Figure 1. M4 wires (run 1).
Drawn at 3 px/micron.
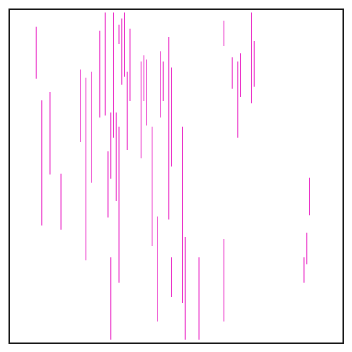
Figure 2. The clock network (run 1).
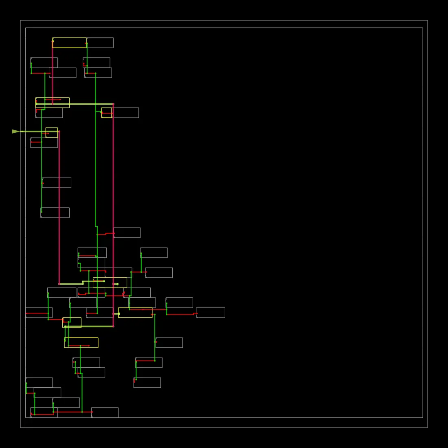
Figure 3. Selected gate families (run 1).
Drawn at 3 px/micron.
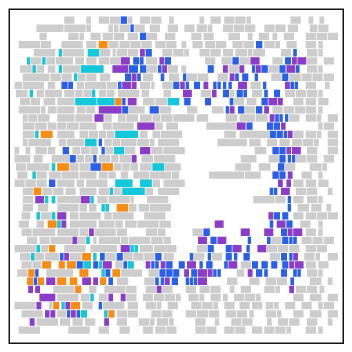
File: src/rtl/fwd_pkg.sv
// Shared constants and helpers for the forwarding / bypass network.
package fwd_pkg;

    // Operand select encoding: 0 picks the register file, k+1 picks stage k.
    localparam int FW_RF         = 0;
    localparam int FW_STAGE_BASE = 1;

    // Width of the stall-cycle counter.
    localparam int CNT_W = 16;

    // Select width needed to encode "register file" plus every tracked stage.
    function automatic int sel_w(input int depth);
        return $clog2(depth + 1);
    endfunction

endpackage

File: src/rtl/fwd_match.sv
// Per-operand priority match: finds the youngest producer of the source
// register, flags a load-use hazard and muxes the forwarded operand.
module fwd_match
    import fwd_pkg::*;
#(
    parameter int DATA_W = 32,
    parameter int REG_AW = 5,
    parameter int DEPTH  = 3,
    parameter int SEL_W  = sel_w(DEPTH)
) (
    input  logic [DEPTH-1:0]        tag_valid_i,
    input  logic [DEPTH*REG_AW-1:0] tag_rd_i,
    input  logic                    tag_ld0_i,
    input  logic [REG_AW-1:0]       src_rs_i,
    input  logic [DEPTH*DATA_W-1:0] stage_data_i,
    input  logic [DATA_W-1:0]       rf_data_i,
    output logic [SEL_W-1:0]        sel_o,
    output logic [DATA_W-1:0]       data_o,
    output logic                    hazard_o
);

    logic             hit_s;
    logic [SEL_W-1:0] hit_idx_s;

    // Scan oldest to youngest so the lowest matching stage overrides older ones.
    always_comb begin
        hit_s     = 1'b0;
        hit_idx_s = '0;
        for (int k = DEPTH - 1; k >= 0; k--) begin
            if (tag_valid_i[k] && (tag_rd_i[k*REG_AW +: REG_AW] == src_rs_i)
                && (src_rs_i != '0)) begin
                hit_s     = 1'b1;
                hit_idx_s = SEL_W'(k);
            end else begin
                hit_s     = hit_s;
                hit_idx_s = hit_idx_s;
            end
        end
    end

    // A load still in stage 0 has no data yet: fall back to the RF and stall.
    always_comb begin
        hazard_o = hit_s && (hit_idx_s == '0) && tag_ld0_i;
        if (hit_s && !hazard_o) begin
            sel_o  = hit_idx_s + SEL_W'(FW_STAGE_BASE);
            data_o = stage_data_i[hit_idx_s*DATA_W +: DATA_W];
        end else begin
            sel_o  = SEL_W'(FW_RF);
            data_o = rf_data_i;
        end
    end

endmodule

File: src/rtl/fwd_bypass_net.sv
// Forwarding / bypass network: tracks in-flight destination registers,
// forwards the youngest producer to each consumer operand and requests a
// stall for a load-use dependency on the stage-0 instruction.
module fwd_bypass_net
    import fwd_pkg::*;
#(
    parameter int DATA_W  = 32,
    parameter int REG_AW  = 5,
    parameter int DEPTH   = 3,
    parameter int NUM_OPS = 2,
    parameter int SEL_W   = sel_w(DEPTH)
) (
    input  logic                      clk_i,
    input  logic                      rst_i,
    input  logic                      adv_i,
    input  logic                      flush_i,
    input  logic                      wr_en_i,
    input  logic [REG_AW-1:0]         wr_rd_i,
    input  logic                      wr_ld_i,
    input  logic [DEPTH*DATA_W-1:0]   stage_data_i,
    input  logic [NUM_OPS*REG_AW-1:0] src_rs_i,
    input  logic [NUM_OPS*DATA_W-1:0] rf_data_i,
    output logic [NUM_OPS*DATA_W-1:0] op_data_o,
    output logic [NUM_OPS*SEL_W-1:0]  fw_sel_o,
    output logic                      stall_o,
    output logic [CNT_W-1:0]          stall_cnt_o
);

    logic [DEPTH-1:0]        valid_q, valid_d;
    logic [DEPTH*REG_AW-1:0] rd_q, rd_d;
    logic [DEPTH-1:0]        ld_q, ld_d;
    logic [CNT_W-1:0]        cnt_q, cnt_d;
    logic [NUM_OPS-1:0]      hazard_s;
    logic                    new_valid_s;

    // One matcher per consumer operand.
    for (genvar j = 0; j < NUM_OPS; j++) begin : g_op
        fwd_match #(
            .DATA_W (DATA_W),
            .REG_AW (REG_AW),
            .DEPTH  (DEPTH),
            .SEL_W  (SEL_W)
        ) u_match (
            .tag_valid_i  (valid_q),
            .tag_rd_i     (rd_q),
            .tag_ld0_i    (ld_q[0]),
            .src_rs_i     (src_rs_i[j*REG_AW +: REG_AW]),
            .stage_data_i (stage_data_i),
            .rf_data_i    (rf_data_i[j*DATA_W +: DATA_W]),
            .sel_o        (fw_sel_o[j*SEL_W +: SEL_W]),
            .data_o       (op_data_o[j*DATA_W +: DATA_W]),
            .hazard_o     (hazard_s[j])
        );
    end

    assign stall_o     = |hazard_s;
    assign stall_cnt_o = cnt_q;
    // r0 writers, flushed and stalled slots all enter as bubbles.
    assign new_valid_s = wr_en_i && (wr_rd_i != '0) && !flush_i && !stall_o;

    // Next state: shift the tag pipeline and bump the saturating stall counter on advance.
    always_comb begin
        valid_d = valid_q;
        rd_d    = rd_q;
        ld_d    = ld_q;
        cnt_d   = cnt_q;
        if (adv_i) begin
            valid_d = {valid_q[DEPTH-2:0], new_valid_s};
            rd_d    = {rd_q[(DEPTH-1)*REG_AW-1:0], wr_rd_i};
            ld_d    = {ld_q[DEPTH-2:0], wr_ld_i};
            if (stall_o && (cnt_q != {CNT_W{1'b1}})) begin
                cnt_d = cnt_q + CNT_W'(1);
            end else begin
                cnt_d = cnt_q;
            end
        end else begin
            valid_d = valid_q;
        end
    end

    // State registers with synchronous reset overriding advance and flush.
    always_ff @(posedge clk_i) begin
        if (rst_i) begin
            valid_q <= '0;
            rd_q    <= '0;
            ld_q    <= '0;
            cnt_q   <= '0;
        end else begin
            valid_q <= valid_d;
            rd_q    <= rd_d;
            ld_q    <= ld_d;
            cnt_q   <= cnt_d;
        end
    end

endmodule
File: config.mk
export PLATFORM = sky130hd
export DESIGN_NAME = fwd_bypass_net
export DESIGN_NICKNAME = d
export VERILOG_FILES = /design/src/rtl/fwd_pkg.sv /design/src/rtl/fwd_match.sv /design/src/rtl/fwd_bypass_net.sv
export SDC_FILE = /design/constraint.sdc
export NUM_CORES = 1
export LEC_CHECK = 0
export CAP_MARGIN = 10
export CORE_UTILIZATION = 33
export CTS_CLUSTER_SIZE = 30
export DETAILED_ROUTE_END_ITERATION = 10
export PLACE_DENSITY = 0.75
export SLEW_MARGIN = 30
export SYNTH_ARGS = -nofsm -noshare
export SYNTH_HDL_FRONTEND = slang
export SYNTH_SLANG_ARGS = --single-unit
File: constraint.sdc
create_clock -name clk_i -period 2.8 [get_ports clk_i]
set_clock_uncertainty 0.1 [all_clocks]
set_input_delay 0.56 -clock clk_i [delete_from_list [all_inputs] [get_ports clk_i]]
set_output_delay 0.56 -clock clk_i [all_outputs]
set_load 0.005 [all_outputs]
==> out/results.txt, run 1 <==
Max FFs per register: 16
Register share of total power: 0.307
Largest fanout on the critical path: 6
Final total power: 1.72 mW
Number of cells in Yosys stat: 532
First-pass iteration count of the detailed router: 5
Max-area cell share: 0.179
Met2 Resource Use GR: 0.631
Synth Area per Inst: 7.34 sq um
Post-detailed-route via-to-cell ratio: 6.08
Buffer cell driving the clock tree root: sky130_fd_sc_hd__clkbuf_16
Clock power frac: 0.340
Startpoint class of the critical path: input pin
Most numerous cell in the Yosys netlist: sky130_fd_sc_hd__nand2_1
Shortest period the worst path allows: 3320 ps
Detailed route wirelength on metal3: 1540 microns
Placeable Area: 11500 sq um
Final Wtd Congestion: 0.901
Final non-clock buffer share: 0.460
Total placed cells including tap cells: 952
Worst setup path class: input pin to output port
Area fraction in full adders, half adders and majority gates: 0.00320
Number of maximum-capacitance constraint violations: 0
Most numerous logic cell after layout: sky130_fd_sc_hd__clkdlybuf4s50_1
RSZ-0062 raised after global routing: yes
Initial Util: 0.341
Synth Cell Area: 3910 sq um
Comb pwr: 0.607 mW
Cell type taking the most area: buffers
Drt wl/cell: 21.8 microns
Pin count of the biggest net entering global routing: 38
Worst reg2reg path startpoint: rd_q[4]
Failing checks: negative setup slack
Switching power: 0.456 mW
Combinational fraction of the cell area: 0.408
Reg area: 707 sq um
Antenna violations before repair: 0
Number of global-route vias before repair: 6133
Xor and xnor fraction of the mapped netlist area: 0.0852
Inverters excl. clock: 5
Worst min-delay path class: flop to flop
Run status: finished, violations left
Yosys synthesis warning count: 0
Logic depth of the worst register-to-register path: 13
Sequential power: 0.527 mW
PnR worst setup slack: -518 ps
Area fraction of clock buffers and clock inverters: 0.0193
Final net count: 1053
Setup violation total in the final timing report: 69
DIE HEIGHT: 111 microns
Final Core Density: 0.701
Area enclosed by the die boundary: 12300 sq um
Cell internal power dissipation: 1.26 mW
CTS clk-pin slew, worst paths: 60 ps
Required time worst endpoint: 2140 ps
Count of inserted antenna diode cells: 0
Number of fill cells in the layout: 876
Number of H-tree branching levels: 2
Fraction of power spent switching nets: 0.265
Area share of and/or/nand/nor cells after synthesis: 0.306
Log Warnings: 29
Iteration-0 DRC count of the detailed router: 474
Global-route met1 utilization: 0.379
Number of clock buffers inserted by TritonCTS: 5
Period Utilization, post-route: 1.19
Mapped Nets: 714
Notes on Figure 1 above:
longest straight run: 60.5 microns
wire length on this layer: 1140 microns

Notes on Figure 2 above:
clock buffers: 6
power attributed to the clock group: 0.583 mW
insertion delay of the later-clocked pin in the worst-skew pair: 280 ps

Notes on Figure 3 above:
legend:
  NAND gates:
    color: blue
    cells: 148
  NOR gates:
    color: cyan
    cells: 46
  AND and OR gates:
    color: orange
    cells: 25
  inverting AOI/OAI gates:
    color: purple
    cells: 92
    where: all over the die

## run 1: critical path, cell delays in order
cell and delay, ps:
sky130_fd_sc_hd__buf_8 100, sky130_fd_sc_hd__or4_4 540, sky130_fd_sc_hd__nor2_4 170, sky130_fd_sc_hd__or3_4 160, sky130_fd_sc_hd__mux2_4 380, sky130_fd_sc_hd__buf_12 160, sky130_fd_sc_hd__buf_4 130, sky130_fd_sc_hd__a221o_1 300
sky130_fd_sc_hd__buf_2 130
## run 1: per-stage QoR
step	TNS [ps]	setup slack, ps	hold WS, ps
after global routing	-29430	-556	453
after detailed placement	-77680	-1110	414
after global placement	-72830	-1040	389
after CTS	-26690	-507	424
final	-25810	-518	426
after floorplan	-2110	-70.6	380
==> inputs of run 2 (changes only) <==
--- a/config.mk
+++ b/config.mk
@@ -9,7 +9,8 @@
 export CORE_UTILIZATION = 33
 export CTS_CLUSTER_SIZE = 30
 export DETAILED_ROUTE_END_ITERATION = 10
-export PLACE_DENSITY = 0.75
+export PLACE_DENSITY = 0.79
+export SKIP_LAST_GASP = 1
 export SLEW_MARGIN = 30
 export SYNTH_ARGS = -nofsm -noshare
 export SYNTH_HDL_FRONTEND = slang
==> run 2 against run 1 <==
The flow still finishes with violations (negative setup slack); combinational power is 4.4% higher; non-clock buffer count is 19 higher; sequential power is 0.8% lower; die area stayed put; area after synthesis stayed put; maximum frequency is 4.4% lower; design area is 2.1% higher; critical endpoint is now op_data_o[27].
==> out/results.txt, run 2 <==
Count of inserted antenna diode cells: 0 (unchanged)
Yosys synthesis warning count: 0 (unchanged)
Shortest period the worst path allows: 3470 ps (+153 ps)
Sequential power: 0.523 mW (-0.8%)
Clock power frac: 0.323 (-0.017)
Most numerous logic cell after layout: sky130_fd_sc_hd__clkdlybuf4s50_1
Mapped Nets: 714 (unchanged)
Slowest Stage Delay on Critical Path: 430 ps (-110 ps)
Failing checks: negative setup slack
Switching power: 0.464 mW (+1.8%)
Drt wl/cell: 22.4 microns (+2.9%)
Xor and xnor fraction of the mapped netlist area: 0.0852 (unchanged)
Category of cells accounting for the largest share of critical-path delay: buffers and inverters
Number of H-tree branching levels: 2 (unchanged)
Number of global-route vias before repair: 6164 (+0.51%)
List of cells traversed by the critical path: buf_8 > buf_6 > xnor2_2 > nand4_1 > or3_4 > mux2_4 > buf_12 > buf_8 > buf_6 > a221o_1 > buf_2
Crit path capture type: output port
Worst setup path class: input pin to output port
Final Core Density: 0.716 (+0.0146)
Log Warnings: 29 (unchanged)
CTS clk-pin slew, worst paths: 60 ps (about the same)
Max-area cell share: 0.179 (unchanged)
Period Utilization, post-route: 1.24 (+0.0546)
Final net count: 1071 (+1.7%)
Antenna violations before repair: 0 (unchanged)
Required time worst endpoint: 2140 ps (about the same)
Comb pwr: 0.634 mW (+4.4%)
Number of fill cells in the layout: 818 (-6.6%)
Total placed cells including tap cells: 951 (-0.11%)
Met2 Resource Use GR: 0.619 (-0.0120)
Largest fanout on the critical path: 5 (-1)
Area share of and/or/nand/nor cells after synthesis: 0.306 (unchanged)
Synth Cell Area: 3910 sq um (unchanged)
Global-route met1 utilization: 0.384 (+0.00474)
Setup TNS: -30040 ps (-4230 ps)
Insertion delay of the later-clocked pin in the worst-skew pair: 290 ps (about the same)
Startpoint class of the critical path: input pin
Fraction of power spent switching nets: 0.271 (+0.00601)
Worst min-delay path class: flop to flop
Final total power: 1.71 mW (-0.46%)
Area enclosed by the die boundary: 12300 sq um (unchanged)
Worst path bufs/invs: 6 (+2)
Number of cells in Yosys stat: 532 (unchanged)
First-pass iteration count of the detailed router: 6 (+1)
RSZ-0062 raised after global routing: yes
Run status: finished, violations left
Initial Util: 0.341 (unchanged)
Most numerous cell in the Yosys netlist: sky130_fd_sc_hd__nand2_1
Worst setup slack after placement: -1180 ps (-70.4 ps)
Setup violation total in the final timing report: 69 (unchanged)
PnR worst setup slack: -671 ps (-153 ps)
Hold slack: 398 ps (-28.1 ps)
Logic depth of the worst path, buffers included: 11 (+2)
Area fraction in full adders, half adders and majority gates: 0.00320 (unchanged)
Final Wtd Congestion: 0.955 (+5.9%)
## run 2: netlist changes by cell type in the layout (fill, tap and decap cells not counted), moves of 6 or more
cell,change
sky130_fd_sc_hd__a21oi_1,+12
sky130_fd_sc_hd__a21oi_2,-12
sky130_fd_sc_hd__buf_4,+12
sky130_fd_sc_hd__clkbuf_2,+9
sky130_fd_sc_hd__buf_2,-6
## run 2: cell type report
cell class,count,area (sq um),share of cell area
Inverter,5,18.8,0.00229
Multi-Input combinational cell,438,3230,0.394
Clock buffer,6,129,0.0157
Clock inverter,2,12.5,0.00152
Tap cell,143,179,0.0218
Timing Repair Buffer,404,3930,0.478
Sequential cell,35,711,0.0866
Figure 4. M4 wires (run 2).
Drawn at 3 px/micron.
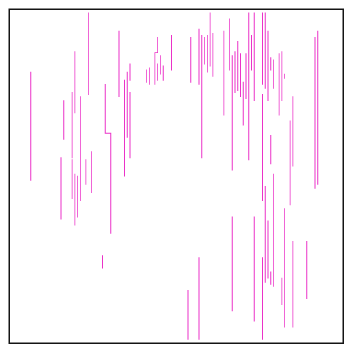
wire length on this layer: 1470 microns
main direction: vertical
share of all routed wire: 6.4%
Final Routed Wirelength: 23100 microns
via total after detailed routing: 6434

Figure 5. I/O pins on the die edge (run 2).
Drawn at 3 px/micron. Pins as bars across the die edge, other pins in gray.
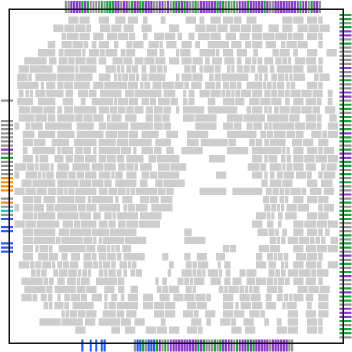
legend:
  rf_data_i:
    color: green
    pins: 64
    direction: input
    edge: 32 right, 21 top, 10 bottom, 1 left
  wr_rd_i:
    color: orange
    pins: 5
    direction: input
    edge: left
  stall_cnt_o:
    color: blue
    pins: 16
    direction: output
    edge: 10 bottom, 6 left
  wr_ld_i:
    color: cyan
    pins: 1
    direction: input
    edge: left
  stage_data_i:
    color: purple
    pins: 96
    direction: input
    edge: 49 top, 31 bottom, 15 right, 1 left
DIE HEIGHT: 111 microns
overall die width: 111 microns
Port Buf Inserts: 265

Figure 6. The clock network (run 2).
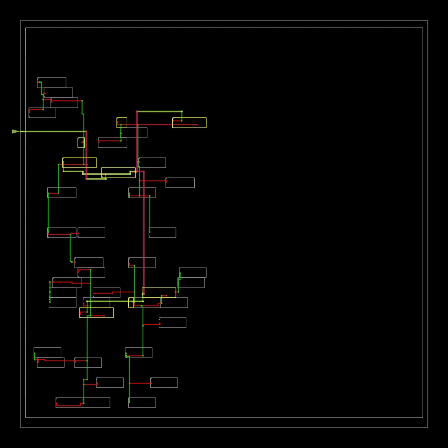
number of clock buffers inserted by TritonCTS: 5
total number of clock tree sinks: 35
power attributed to the clock group: 0.552 mW
sequential cell count: 35

==> inputs of run 3 (changes only) <==
--- a/config.mk
+++ b/config.mk
@@ -6,7 +6,7 @@
 export NUM_CORES = 1
 export LEC_CHECK = 0
 export CAP_MARGIN = 10
-export CORE_UTILIZATION = 33
+export CORE_UTILIZATION = 35
 export CTS_CLUSTER_SIZE = 30
 export DETAILED_ROUTE_END_ITERATION = 10
 export PLACE_DENSITY = 0.79
@@ -14,4 +14,5 @@
 export SLEW_MARGIN = 30
 export SYNTH_ARGS = -nofsm -noshare
 export SYNTH_HDL_FRONTEND = slang
+export SYNTH_HIERARCHICAL = 1
 export SYNTH_SLANG_ARGS = --single-unit
==> run 3 against run 2 <==
The flow still finishes with violations (negative setup slack); maximum frequency decreased by 6.9%; via count increased by 10%; synthesized cell count increased by 37%; design area increased by 16%; global-route usage increased by 0.17 points; utilization increased by 6.8 points; clock-buffer cell count unchanged; largest power group unchanged; routed wire length increased by 8.4%; power increased by 2.2%; worst hold slack improved by 38 ps; highest routed layer is now met5.
==> out/results.txt, run 3 <==
Run status: finished, violations left
Failing checks: negative setup slack
Area fraction in full adders, half adders and majority gates: 0.00852 (+0.00531)
Number of cells in Yosys stat: 727 (+37%)
Maximum number of buffers from clock root to sink: 2
Mapped Nets: 911 (+28%)
Setup violation total in the final timing report: 86 (+25%)
Largest fanout on the critical path: 8 (+3)
Most numerous cell in the Yosys netlist: sky130_fd_sc_hd__nor2_1
Logic depth of the worst register-to-register path: 15
List of cells traversed by the critical path: buf_6 > buf_6 > or4_4 > nor2_4 > or4_4 > buf_6 > nand3_4 > ha_4 > a32oi_4 > buf_12 > buf_12 > buf_12 > nor2_1 > a31oi_1 > buf_2
Number of logic gates: 570 (+30%)
Total number of clock tree sinks: 35 (unchanged)
Number of clock buffers inserted by TritonCTS: 5 (unchanged)
RSZ-0062 raised after global routing: yes
Insertion delay of the later-clocked pin in the worst-skew pair: 280 ps (about the same)
Clock tree from TritonCTS: yes
Area enclosed by the die boundary: 13000 sq um (+6.3%)
Hold slack: 436 ps (+38.0 ps)
Via total after detailed routing: 7093 (+10%)
Clock buffers: 6 (unchanged)
Sequential cell count: 35 (unchanged)
Startpoint class of the critical path: input pin
Estimated wirelength of the detail-placed design: 15100 microns
Final Core Density: 0.784 (+0.0683)
Normalized max-slew margin: 0.497
Area fraction of clock buffers and clock inverters: 0.0151 (-0.00214)
Sequential portion of the cell area: 0.0735 (-0.0131)
Xor and xnor fraction of the mapped netlist area: 0.0616 (-0.0236)
Met2 Resource Use GR: 0.600 (-0.0195)
Count of inserted antenna diode cells: 1 (+1)
PnR worst setup slack: -927 ps (-256 ps)
Port Buf Inserts: 265 (unchanged)
Final non-clock buffer share: 0.428 (-0.0507)
Final net count: 1278 (+19%)
Antenna violations before repair: 2 (+2)
Share of async-settable or async-resettable flops after synthesis: 0
Slowest Stage Delay on Critical Path: 550 ps (+120 ps)
Number of fill cells in the layout: 829 (+1.3%)
Crit path capture type: output port
Post-synthesis sequential area ratio: 0.159
Area share of and/or/nand/nor cells after synthesis: 0.370 (+0.0648)
Max-area cell share: 0.159 (-0.0204)
Total placed cells including tap cells: 1198 (+26%)
First-pass iteration count of the detailed router: 5 (-1)
Worst path bufs/invs: 7 (+1)
Global-route met1 utilization: 0.384 (+0.000676)
Period Utilization, post-route: 1.33 (+0.0913)
Final total power: 1.75 mW (+2.2%)
Log Warnings: 29 (unchanged)
Required time worst endpoint: 2140 ps (about the same)
Worst setup slack after placement: -1600 ps (-413 ps)
Worst setup endpoint: op_data_o[61]
Number of H-tree branching levels: 2 (unchanged)
Inverters excl. clock: 66 (+61)
Category of cells accounting for the largest share of critical-path delay: simple AND/OR/NAND/NOR gates
Final Routed Wirelength: 25100 microns (+8.4%)
Overall die width: 114 microns (+3.1%)
Worst Max-Slew Pin Slew: 752 ps
Worst setup path class: input pin to output port
Most numerous logic cell after layout: sky130_fd_sc_hd__clkdlybuf4s50_1
Worst hold path cell count: 2
Initial Util: 0.362 (+0.0218)
Cell type taking the most area: combinational gates
Yosys synthesis warning count: 6 (+6)
Final Wtd Congestion: 0.949 (-0.61%)
Synth Cell Area: 4410 sq um (+13%)
Gate Area: 4150 sq um (+29%)
DIE HEIGHT: 114 microns (+3.1%)
Logic depth of the worst path, buffers included: 15 (+4)
Number of global-route vias before repair: 6520 (+5.8%)
Shortest period the worst path allows: 3730 ps (+256 ps)
Reg area: 701 sq um (-1.4%)
-- run 3: cell count changes after synthesis, moves of 53 or more --
cell,previous run,this run
sky130_fd_sc_hd__nand4_1,68,8
sky130_fd_sc_hd__a221o_1,62,0
sky130_fd_sc_hd__and3_1,3,58
sky130_fd_sc_hd__nor2_1,35,152
sky130_fd_sc_hd__o21ai_0,8,61
sky130_fd_sc_hd__a31oi_1,0,63
sky130_fd_sc_hd__a21oi_1,70,16
sky130_fd_sc_hd__inv_1,5,66
-- run 3: what timing repair did --
item                       CTS  global route
hold endpoints to repair     0             0
pin swaps                   32            30
gates resized              417           100
cloned                      12             2
setup endpoints to repair   86            86
buffers inserted            31            19
hold buffers                 0             0
-- run 3: report_power, final --
part	switching, mW	internal, mW
Sequential	0.0156	0.508
Clock	0.201	0.347
Combinational	0.264	0.410
Figure 7. M4 wires (run 3).
Drawn at 3 px/micron.
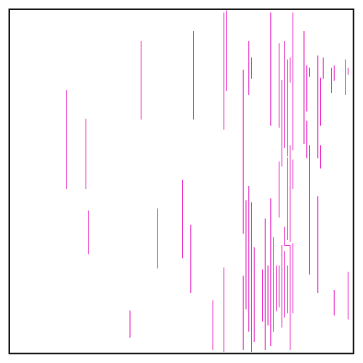
longest straight run: 54.4 microns
main direction: vertical
wire length on this layer: 1460 microns
nets with wire on the layer: 56
share of all routed wire: 5.8%

Figure 8. I/O pins on the die edge (run 3).
Drawn at 3 px/micron. Pins as bars across the die edge, other pins in gray.
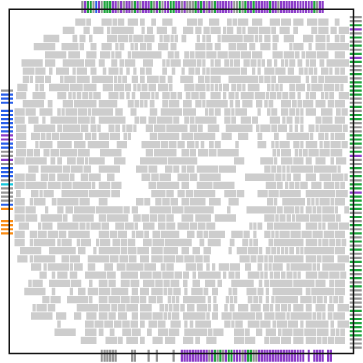
legend:
  stall_cnt_o:
    color: blue
    pins: 16
    direction: output
    edge: 15 left, 1 top
  stage_data_i:
    color: purple
    pins: 96
    direction: input
    edge: 49 top, 40 bottom, 4 right, 3 left
  rf_data_i:
    color: green
    pins: 64
    direction: input
    edge: 40 right, 18 top, 6 bottom
  wr_ld_i:
    color: cyan
    pins: 1
    direction: input
    edge: left
  wr_rd_i:
    color: orange
    pins: 5
    direction: input
    edge: left
all pins by edge: 88 top, 82 right, 63 bottom, 33 left

Figure 9. Selected gate families (run 3).
Drawn at 3 px/micron.
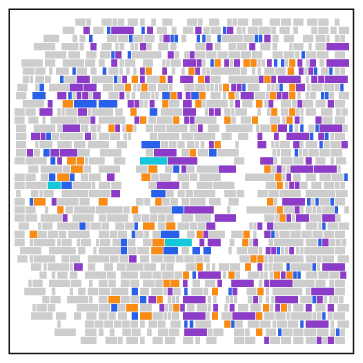
legend:
  inverting AOI/OAI gates:
    color: purple
    cells: 166
    where: all over the die
  adder and majority cells:
    color: cyan
    cells: 3
  AND and OR gates:
    color: orange
    cells: 85
  NAND gates:
    color: blue
    cells: 93
    where: all over the die


==> gallery <==
Signal wires by layer.
Drawn at 2 px/micron. Two of the layers only.
(a)
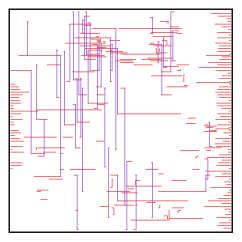
(b)
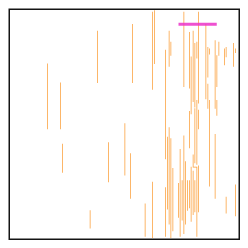
(c)
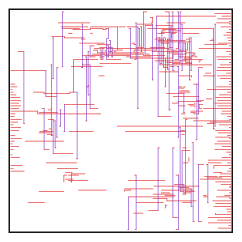
Run 1 is (a).
Run 3 is (b).
Run 2 is (c).

Key to (a):
legend:
  met3:
    color: red
    wire_length: 1540 microns
  met4:
    color: purple
    wire_length: 1140 microns

No activity file was given, so power comes from the tool's default toggle rates.
